### Clock distribution, run 1

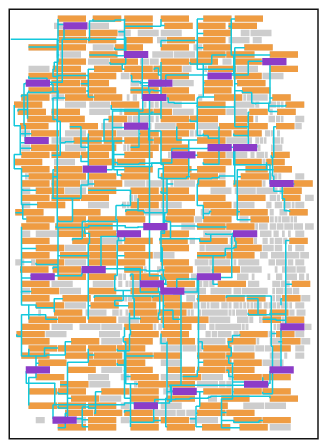
### Signal wires on met1, run 1

Supply wires on this layer in grey. Cells faint in the background.
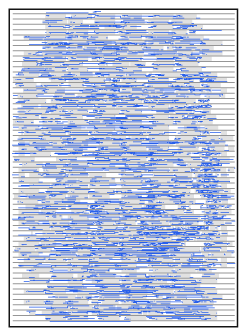
### Cell classes on the final placement, run 1

Bar = 20 um.
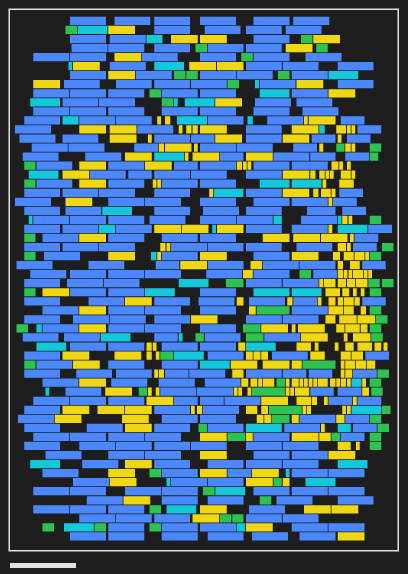
$ cat src/rtl/port_rd_backend.sv
// Per-port read-side egress: buffers SRAM read words in a FIFO and replays them as sop/vld/eop frames.
// Optional per-port packet/word counters are enabled with `define PORT_RD_PKT_CNT_EN.
module port_rd_backend #(
    parameter int DEPTH       = 16,
    parameter int AFULL_SLACK = 4
) (
    input  logic                     clk,
    input  logic                     rst,
    input  logic                     xfer_data_vld,
    input  logic [15:0]              xfer_data,
    input  logic                     end_of_packet,
    output logic                     xfer_ready,
    input  logic                     ready,
    output logic                     rd_sop,
    output logic                     rd_eop,
    output logic                     rd_vld,
    output logic [15:0]              rd_data,
    output logic                     overflow,
`ifdef PORT_RD_PKT_CNT_EN
    output logic [15:0]              pkt_count,
    output logic [15:0]              word_count,
`endif
    output logic [$clog2(DEPTH):0]   fifo_count
);
    localparam int AW = $clog2(DEPTH);
    localparam int CW = AW + 1;

    typedef enum logic [1:0] {IDLE, DATA, EOP} state_t;

    state_t          state_q, state_d;
    logic [16:0]     mem_q [DEPTH];
    logic [AW-1:0]   wr_ptr_q, wr_ptr_d, rd_ptr_q, rd_ptr_d;
    logic [CW-1:0]   count_q, count_d;
    logic            xfer_ready_q, xfer_ready_d;
    logic            overflow_q, overflow_d;
    logic            rd_sop_q, rd_sop_d, rd_eop_q, rd_eop_d, rd_vld_q, rd_vld_d;
    logic [15:0]     rd_data_q, rd_data_d;
    logic            full, empty, push, pop;
    logic [16:0]     head;

    always_comb begin
        full      = (count_q == CW'(DEPTH));
        empty     = (count_q == '0);
        push      = xfer_data_vld && !full;
        head      = mem_q[rd_ptr_q];
        pop       = 1'b0;
        state_d   = state_q;
        rd_sop_d  = 1'b0;
        rd_eop_d  = 1'b0;
        rd_vld_d  = 1'b0;
        rd_data_d = rd_data_q;
        unique case (state_q)
            IDLE: begin
                if (ready && !empty) begin
                    rd_sop_d = 1'b1;
                    state_d  = DATA;
                end
            end
            DATA: begin
                // Stalls (ready low or FIFO empty) keep rd_data at its last beat.
                if (ready && !empty) begin
                    pop       = 1'b1;
                    rd_vld_d  = 1'b1;
                    rd_data_d = head[15:0];
                    if (head[16]) state_d = EOP;
                end
            end
            EOP: begin
                rd_eop_d = 1'b1;
                state_d  = IDLE;
            end
            default: state_d = IDLE;
        endcase

        wr_ptr_d = push ? wr_ptr_q + 1'b1 : wr_ptr_q;
        rd_ptr_d = pop  ? rd_ptr_q + 1'b1 : rd_ptr_q;
        unique case ({push, pop})
            2'b10:   count_d = count_q + 1'b1;
            2'b01:   count_d = count_q - 1'b1;
            default: count_d = count_q;
        endcase
        // Slack covers SRAM reads already in flight when xfer_ready drops.
        xfer_ready_d = (count_d <= CW'(DEPTH - AFULL_SLACK));
        overflow_d   = overflow_q | (xfer_data_vld && full);
    end

    always_ff @(posedge clk) begin
        if (push) mem_q[wr_ptr_q] <= {end_of_packet, xfer_data};
    end

    always_ff @(posedge clk) begin
        if (rst) begin
            state_q      <= IDLE;
            wr_ptr_q     <= '0;
            rd_ptr_q     <= '0;
            count_q      <= '0;
            xfer_ready_q <= 1'b0;
            overflow_q   <= 1'b0;
            rd_sop_q     <= 1'b0;
            rd_eop_q     <= 1'b0;
            rd_vld_q     <= 1'b0;
            rd_data_q    <= '0;
        end else begin
            state_q      <= state_d;
            wr_ptr_q     <= wr_ptr_d;
            rd_ptr_q     <= rd_ptr_d;
            count_q      <= count_d;
            xfer_ready_q <= xfer_ready_d;
            overflow_q   <= overflow_d;
            rd_sop_q     <= rd_sop_d;
            rd_eop_q     <= rd_eop_d;
            rd_vld_q     <= rd_vld_d;
            rd_data_q    <= rd_data_d;
        end
    end

`ifdef PORT_RD_PKT_CNT_EN
    logic [15:0] pkt_count_q, pkt_count_d, word_count_q, word_count_d;

    always_comb begin
        pkt_count_d  = rd_eop_q ? pkt_count_q + 16'd1 : pkt_count_q;
        word_count_d = rd_vld_q ? word_count_q + 16'd1 : word_count_q;
    end

    always_ff @(posedge clk) begin
        if (rst) begin
            pkt_count_q  <= '0;
            word_count_q <= '0;
        end else begin
            pkt_count_q  <= pkt_count_d;
            word_count_q <= word_count_d;
        end
    end

    assign pkt_count  = pkt_count_q;
    assign word_count = word_count_q;
`else
    // Default build: no statistics counters on this port.
`endif

    assign xfer_ready = xfer_ready_q;
    assign rd_sop     = rd_sop_q;
    assign rd_eop     = rd_eop_q;
    assign rd_vld     = rd_vld_q;
    assign rd_data    = rd_data_q;
    assign overflow   = overflow_q;
    assign fifo_count = count_q;
endmodule

$ cat config.mk
export PLATFORM = sky130hd
export DESIGN_NAME = port_rd_backend
export DESIGN_NICKNAME = d
export VERILOG_FILES = /design/src/rtl/port_rd_backend.sv
export SDC_FILE = /design/constraint.sdc
export NUM_CORES = 1
export LEC_CHECK = 0
export CAP_MARGIN = 20
export CORE_ASPECT_RATIO = 1.4
export CORE_UTILIZATION = 65
export CTS_CLUSTER_DIAMETER = 40
export DETAILED_ROUTE_END_ITERATION = 6
export PLACE_DENSITY = 0.84
export REMOVE_ABC_BUFFERS = 1
export SETUP_SLACK_MARGIN = 0.5
export SLEW_MARGIN = 0
export SYNTH_ARGS = -nofsm -noshare
export SYNTH_HDL_FRONTEND = slang
export SYNTH_SLANG_ARGS = --single-unit
$ cat constraint.sdc
create_clock -name clk -period 9.1 [get_ports clk]
set_input_delay 2.275 -clock clk [delete_from_list [all_inputs] [get_ports clk]]
set_output_delay 2.275 -clock clk [all_outputs]
set_load 0.005 [all_outputs]
==> results.sh, run 1 <==
# flow metrics
export IMPL_drt_initial_drc_count=664
export IMPL_flops=312
export IMPL_grt_util_met3_pct=4.39
export IMPL_signal_buffer_area_fraction_pct=5.25
export IMPL_hold_end="rd_data[4]"
export IMPL_antenna_found_initial=0
export IMPL_finalNonFillerCells=918
export IMPL_avgSynthCellArea_um2=20.1
export IMPL_critPathTopFamily="buffers and inverters"
export IMPL_topCellsByArea="edfxtp_1, mux4_2, dfxtp_1"
export IMPL_grt_max_degree=68
export IMPL_yosys_area_share_adder_pct=0.733
export IMPL_status="finished, final reports clean"
export IMPL_top_usage_layer="met2"
export IMPL_largest_cell_class="registers"
export IMPL_die_y_um=162
export IMPL_yosys_warnings=0
export IMPL_clock_area_share_pct=6.67
export IMPL_clkTransAtPathRegs_ns=0.06
export IMPL_cpMaxStageDelayCell="or3_1"
export IMPL_die_x_um=117
export IMPL_grt_overflow_total=0
export IMPL_tns_ns=0
export IMPL_clock_buffers=39
export IMPL_hold_buffers=0
export IMPL_top_power_group="sequential cells"
export IMPL_logic_area_mm2=0.00285
export IMPL_r2r_start="fifo_count[2]"
export IMPL_cp_max_fo=21
export IMPL_ys_sh_aoi_pct=1.82
export IMPL_post_place_ws_ns=3.38
export IMPL_pg_clk_mw=1.18
export IMPL_slew_viol_final=0
export IMPL_crit_chain="clkdlybuf4s50_1 > o21ai_2 > or3_1 > inv_2 > ha_1 > nor4_1 > o21ai_0 > o221ai_2 > xnor2_1 > o311a_1"
export IMPL_diodes=0
export IMPL_tool_warnings=28
export IMPL_critical_path_max_stage_delay_ns=0.70
export IMPL_p_sw_uw=602
export IMPL_maxUsedRoutingLayer="met4"
export IMPL_detail_route_first_pass_iterations=5
export IMPL_power_density_mw_per_mm2=211
export IMPL_gp_congestion=0.754
export IMPL_synth_seq_share_pct=75.1
export IMPL_path_buffers=2
export IMPL_hold_viol=0
export IMPL_clock_sinks=312
export IMPL_fin_hold_ws_ns=0.452
export IMPL_synthCells=593
export IMPL_drt_met1_wl_mm=9.38
export IMPL_syn_to_final_growth_pct=15.5
Notes on 'Clock distribution' above:
Key: purple = clock-net drivers [count 29]; cyan = clock wires [length 3330 um]; orange = flip-flops [count 312]
There are 30 routed clock nets. Position of the flops: spread over the die.
Latency at later pin: 0.54 ns
part of the power in the clock network: 40.6%

Notes on 'Signal wires on met1' above:
653 nets have wire on it. The layer carries 9380 um of wire. The wires run mostly horizontal. The longest straight run is 56.6 um. The layer holds 37% of the routed length.
GRT met1 Usage: 36.9%
via count: 6049
final WL: 25.5 mm

Notes on 'Cell classes on the final placement' above:
Key: blue = registers [cells 312, share of their area 67%]; green = remaining buffers and delay cells [cells 65, share of their area 5.4%]; cyan = clock drivers and dummy loads [cells 52, share of their area 6.8%]; yellow = remaining logic cells [cells 249, share of their area 21%]
Final Cell Area: 0.0138 mm^2
Cell Rows: 58
Placeable Area: 0.0180 mm^2
final design utilization: 76.6%

### Clock wiring as the flow saved it, run 1

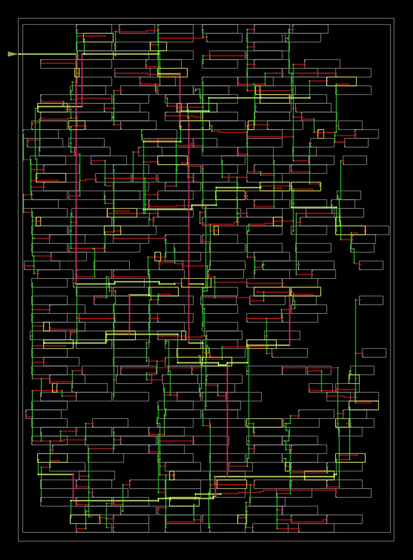

--- run 2 (diff from run 1) ---
--- a/config.mk
+++ b/config.mk
@@ -7,10 +7,10 @@
 export LEC_CHECK = 0
 export CAP_MARGIN = 20
 export CORE_ASPECT_RATIO = 1.4
-export CORE_UTILIZATION = 65
+export CORE_UTILIZATION = 54
 export CTS_CLUSTER_DIAMETER = 40
 export DETAILED_ROUTE_END_ITERATION = 6
-export PLACE_DENSITY = 0.84
+export PLACE_DENSITY = 0.75
 export REMOVE_ABC_BUFFERS = 1
 export SETUP_SLACK_MARGIN = 0.5
 export SLEW_MARGIN = 0
==> constraint.sdc (replaced) <==
create_clock -name clk -period 4.8 [get_ports clk]
set_input_delay 1.2 -clock clk [delete_from_list [all_inputs] [get_ports clk]]
set_output_delay 1.2 -clock clk [all_outputs]
set_load 0.005 [all_outputs]
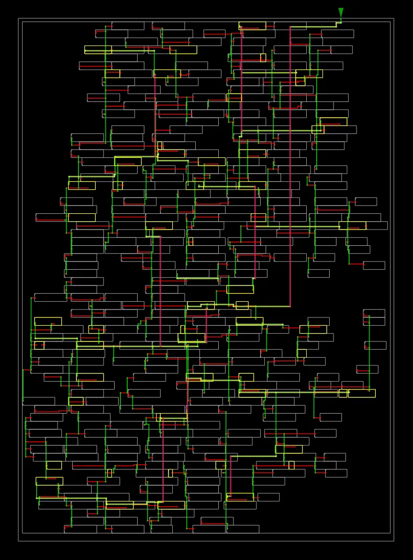
*Clock wiring as the flow saved it, run 2*
flop count: 312
Latency at later pin: 0.55 ns
clk sinks: 312

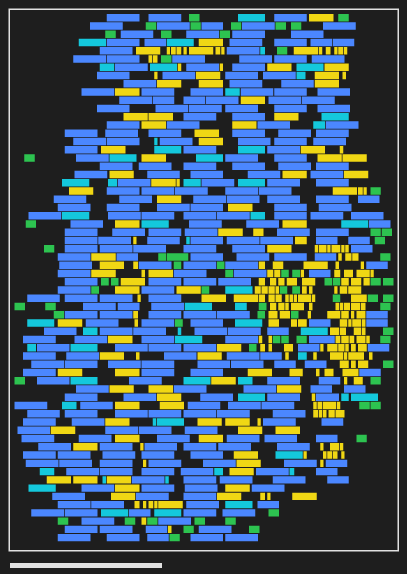
*Cell classes on the final placement, run 2*
Bar = 50 um.
Key: blue = registers [cells 312, share of their area 66%]; green = remaining buffers and delay cells [cells 69, share of their area 4.8%]; cyan = clock drivers and dummy loads [cells 56, share of their area 7.5%]; yellow = remaining logic cells [cells 249, share of their area 21%]

==> run 2 against run 1 <==
Against the previous run:
- core utilization is 13 points lower
- worst setup slack worse by 2.3 ns
- sequential power is 89% higher
- non-clock buffer count is 4 higher
- critical path depth is 1 higher
- global-route usage is 5.3 points lower
- total power is 93% higher
==> results.sh, run 2 <==
# flow metrics
export IMPL_post_place_ws_ns=1.02
export IMPL_vias=5840
export IMPL_finish_utilization_pct=63.8
export IMPL_drt_initial_drc_count=576
export IMPL_use_met2_pct=38.4
export IMPL_cp_max_fo=7
export IMPL_die_area_mm2=0.0227
export IMPL_clock_buffers=45
export IMPL_min_path_cells=2
export IMPL_critical_path_max_stage_delay_ns=0.50
export IMPL_swShare_pct=20.6
export IMPL_clkTransAtPathRegs_ns=0.07
export IMPL_signal_buffer_area_fraction_pct=4.65
export IMPL_cp_start_kind="input pin"
export IMPL_rrSetupSlack_ns=1.85
export IMPL_antenna_found_initial=0
export IMPL_finalNetCount=690
export IMPL_p_sw_mw=1.16
export IMPL_logic_area_mm2=0.00285
export IMPL_yosys_area_share_adder_pct=0.733
export IMPL_critPathTopFamily="AND-OR/OR-AND gates"
export IMPL_fmax_mhz=305
export IMPL_buffers_excl_clock=69
export IMPL_placed_cells=927
export IMPL_clock_area_share_pct=7.34
export IMPL_final_cell_mix="edfxtp_1, mux4_2, clkdlybuf4s50_1, nand2_1, dfxtp_1"
export IMPL_routed_wl_met3_mm=1.79
export IMPL_fin_hold_ws_ns=0.455
export IMPL_design_area_mm2=0.0139
export IMPL_hold_viol=0
export IMPL_status="finished, final reports clean"
export IMPL_grt_overflow_total=0
export IMPL_detail_route_first_pass_iterations=4
export IMPL_ff_type="edfxtp_1"
export IMPL_die_x_um=128
export IMPL_wirelength_mm=24.2
export IMPL_wire_per_inst_um=24.6
export IMPL_power_density_mw_per_mm2=404
export IMPL_crit_chain="clkdlybuf4s50_1 > and4bb_1 > mux2_4 > xor2_1 > ha_1 > a21oi_1 > o2bb2ai_1 > a221oi_1 > a211oi_1 > xnor2_1 > o311a_1"
export IMPL_final_common_cell="edfxtp_1"
export IMPL_rsz0062_at_grt="false"
export IMPL_yosysTopAreaCell="edfxtp_1"
export IMPL_maxUsedRoutingLayer="met4"
export IMPL_ys_area_mm2=0.0119
export IMPL_synth_flops=312
export IMPL_netlist_area_mm2=0.0119
export IMPL_p_seq_mw=3.02
export IMPL_ys_sh_aoi_pct=1.82
export IMPL_path_buffers=1
export IMPL_pg_clk_mw=2.33
export IMPL_tns_ns=0
export IMPL_r2r_start="fifo_count[2]"
export IMPL_drt_met1_wl_mm=9.25
export IMPL_tightest_slew_ns=1.16
export IMPL_cpMaxStageDelayCell="clkdlybuf4s50_1"
export IMPL_synth_seq_share_pct=75.1
export IMPL_use_met1_pct=29.1
export IMPL_grt_first_pass_wirelength_mm=36.4
export IMPL_die_y_um=178
export IMPL_ios=47
export IMPL_syn_to_final_growth_pct=16.2
export IMPL_io_buffers=46
export IMPL_diodes=0
export IMPL_synthCells=593
export IMPL_layout_non_clock_inverters=8
export IMPL_top_usage_layer="met2"
export IMPL_setup_slack_ns=1.52
export IMPL_largest_reg_flops=272
export IMPL_core_area_mm2=0.0218
export IMPL_tool_warnings=28
export IMPL_topCellsByArea="edfxtp_1, mux4_2, dfxtp_1"
export IMPL_slew_viol_final=0
export IMPL_fin_skew_ns=0.0145
export IMPL_hold_buffers=0
export IMPL_grt_util_met3_pct=3.69
export IMPL_finalNonFillerCells=983
export IMPL_synth_most_common_cell="edfxtp_1"
export IMPL_power_frac_seq_pct=53.9
export IMPL_hold_end="rd_data[11]"
export IMPL_p_clk_share_pct=41.6
export IMPL_top_power_group="sequential cells"
export IMPL_rows=64
export IMPL_gp_congestion=0.834
export IMPL_largest_cell_class="registers"
export IMPL_logic_gates=241
export IMPL_avgSynthCellArea_um2=20.1
export IMPL_ys_top_cells_by_count="edfxtp_1, mux4_2, nand2_1"
export IMPL_grt_max_degree=39
export IMPL_yosys_warnings=0
### Cell sizes after repair, run 2

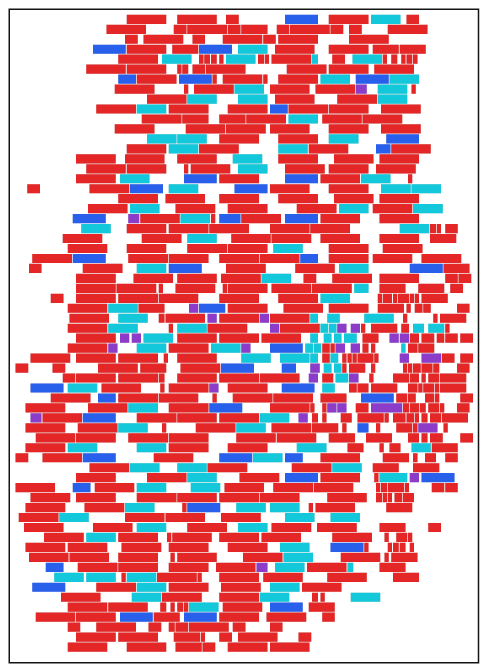

--- run 3 (diff from run 2) ---
--- a/config.mk
+++ b/config.mk
@@ -7,10 +7,10 @@
 export LEC_CHECK = 0
 export CAP_MARGIN = 20
 export CORE_ASPECT_RATIO = 1.4
-export CORE_UTILIZATION = 54
+export CORE_UTILIZATION = 60
 export CTS_CLUSTER_DIAMETER = 40
 export DETAILED_ROUTE_END_ITERATION = 6
-export PLACE_DENSITY = 0.75
+export PLACE_DENSITY = 0.79
 export REMOVE_ABC_BUFFERS = 1
 export SETUP_SLACK_MARGIN = 0.5
 export SLEW_MARGIN = 0
==> constraint.sdc (replaced) <==
create_clock -name clk -period 3.1 [get_ports clk]
set_input_delay 0.775 -clock clk [delete_from_list [all_inputs] [get_ports clk]]
set_output_delay 0.775 -clock clk [all_outputs]
set_load 0.005 [all_outputs]
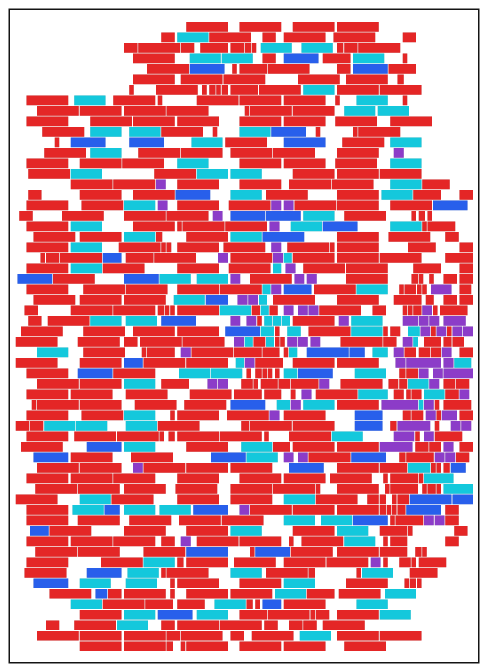
*Cell sizes after repair, run 3*
Key: blue = x6 and larger [cells 48, share 6.5%, most used clkbuf_16]; cyan = x2 [cells 111, share 15%, most used mux4_2]; purple = x3 and x4 [cells 77, share 10%, most used buf_4]; red = x1 and smaller [cells 498, share 68%, most used edfxtp_1]
P&R area growth vs syn: 20.0%
final worst slack: 0.422 ns

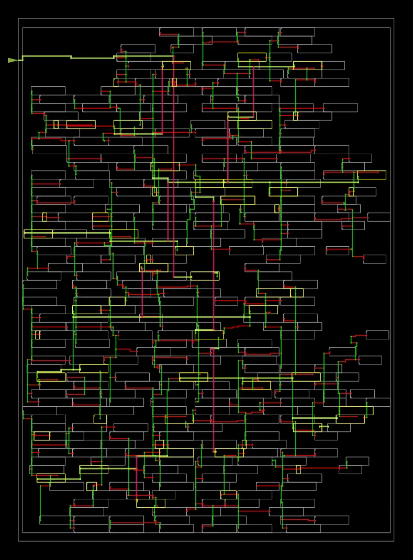
*Clock wiring as the flow saved it, run 3*
Clock Skew: 0.0205 ns
clock buffers: 44

==> run 3 against run 2 <==
Against the previous run:
- cell count decreased by 0.10%
- wire length up 7.8%
- clock power increased by 65%
- sequential power is 55% higher
- clock-buffer cell count fell by 1
- design area up 3.2%
- total power is 61% higher
- combinational power increased by 96%
- area after synthesis unchanged
- largest power group unchanged
==> results.sh, run 3 <==
# flow metrics
export IMPL_status="finished, final reports clean"
export IMPL_yosysTopAreaCell="edfxtp_1"
export IMPL_synth_flops=312
export IMPL_diodes=0
export IMPL_netlist_area_mm2=0.0119
export IMPL_p_clk_share_pct=42.6
export IMPL_tightest_slew_ns=0.789
export IMPL_pg_clk_mw=3.84
export IMPL_synth_seq_share_pct=75.1
export IMPL_clock_sinks=312
export IMPL_drt_initial_drc_count=448
export IMPL_grt_first_pass_wirelength_mm=39.4
export IMPL_die_area_mm2=0.0205
export IMPL_cpMaxStageDelayCell="mux2_4"
export IMPL_core_area_mm2=0.0194
export IMPL_logic_area_mm2=0.00292
export IMPL_cp_max_fo=7
export IMPL_wire_per_inst_um=26.5
export IMPL_hold_buffers=0
export IMPL_critical_path_max_stage_delay_ns=0.35
export IMPL_tns_ns=0
export IMPL_gp_congestion=0.903
export IMPL_use_met2_pct=46.6
export IMPL_topCellsByArea="edfxtp_1, mux4_2, dfxtp_1"
export IMPL_p_seq_mw=4.67
export IMPL_clkTransAtPathRegs_ns=0.06
export IMPL_flops=312
export IMPL_p_comb_share_pct=5.5
export IMPL_slew_viol_final=0
export IMPL_rsz0062_at_grt="true"
export IMPL_fin_hold_ws_ns=0.460
export IMPL_min_path_cells=2
export IMPL_critPathTopFamily="AND-OR/OR-AND gates"
export IMPL_rrSetupSlack_ns=0.42
export IMPL_final_cell_mix="edfxtp_1, mux4_2, buf_4, clkdlybuf4s50_1, nand2_1"
export IMPL_wirelength_mm=26.0
export IMPL_finalNetCount=738
export IMPL_final_common_cell="edfxtp_1"
export IMPL_routed_wl_met3_mm=1.59
export IMPL_maxUsedRoutingLayer="met4"
export IMPL_tool_warnings=29
export IMPL_die_x_um=121
export IMPL_p_sw_mw=1.81
export IMPL_ios=47
export IMPL_synthCells=593
export IMPL_drt_met1_wl_mm=9.76
export IMPL_post_place_ws_ns=-0.234
export IMPL_power_frac_seq_pct=51.8
export IMPL_placed_cells=908
export IMPL_finish_utilization_pct=74.0
export IMPL_fmax_mhz=373
export IMPL_use_met1_pct=34.8
export IMPL_die_y_um=169
export IMPL_swShare_pct=20.1
export IMPL_r2r_start="fifo_count[1]"
export IMPL_ff_type="edfxtp_1"
export IMPL_synth_most_common_cell="edfxtp_1"
export IMPL_vias_per_cell=6.29
export IMPL_detail_route_first_pass_iterations=4
export IMPL_antenna_found_initial=0
export IMPL_clkLatencyLatePin_ns=0.55
export IMPL_hold_end="rd_data[14]"
export IMPL_period_used_pct=86.4
export IMPL_layout_non_clock_inverters=8
export IMPL_path_buffers=1
export IMPL_top_usage_layer="met2"
export IMPL_largest_reg_flops=272
export IMPL_crit_chain="buf_8 > nor4_4 > mux2_4 > xor2_1 > ha_2 > a21oi_2 > o2bb2ai_1 > a221oi_2 > a211oi_2 > xnor2_1 > o311a_1"
export IMPL_clock_area_share_pct=7.37
export IMPL_ys_area_mm2=0.0119
export IMPL_signal_buffer_area_fraction_pct=7.25
export IMPL_vias=6179
export IMPL_top_power_group="sequential cells"
export IMPL_grt_max_degree=45
export IMPL_logic_gates=241
export IMPL_rows=60
export IMPL_design_area_mm2=0.0143
export IMPL_power_density_mw_per_mm2=628
Power and IR drop assume default switching activity.
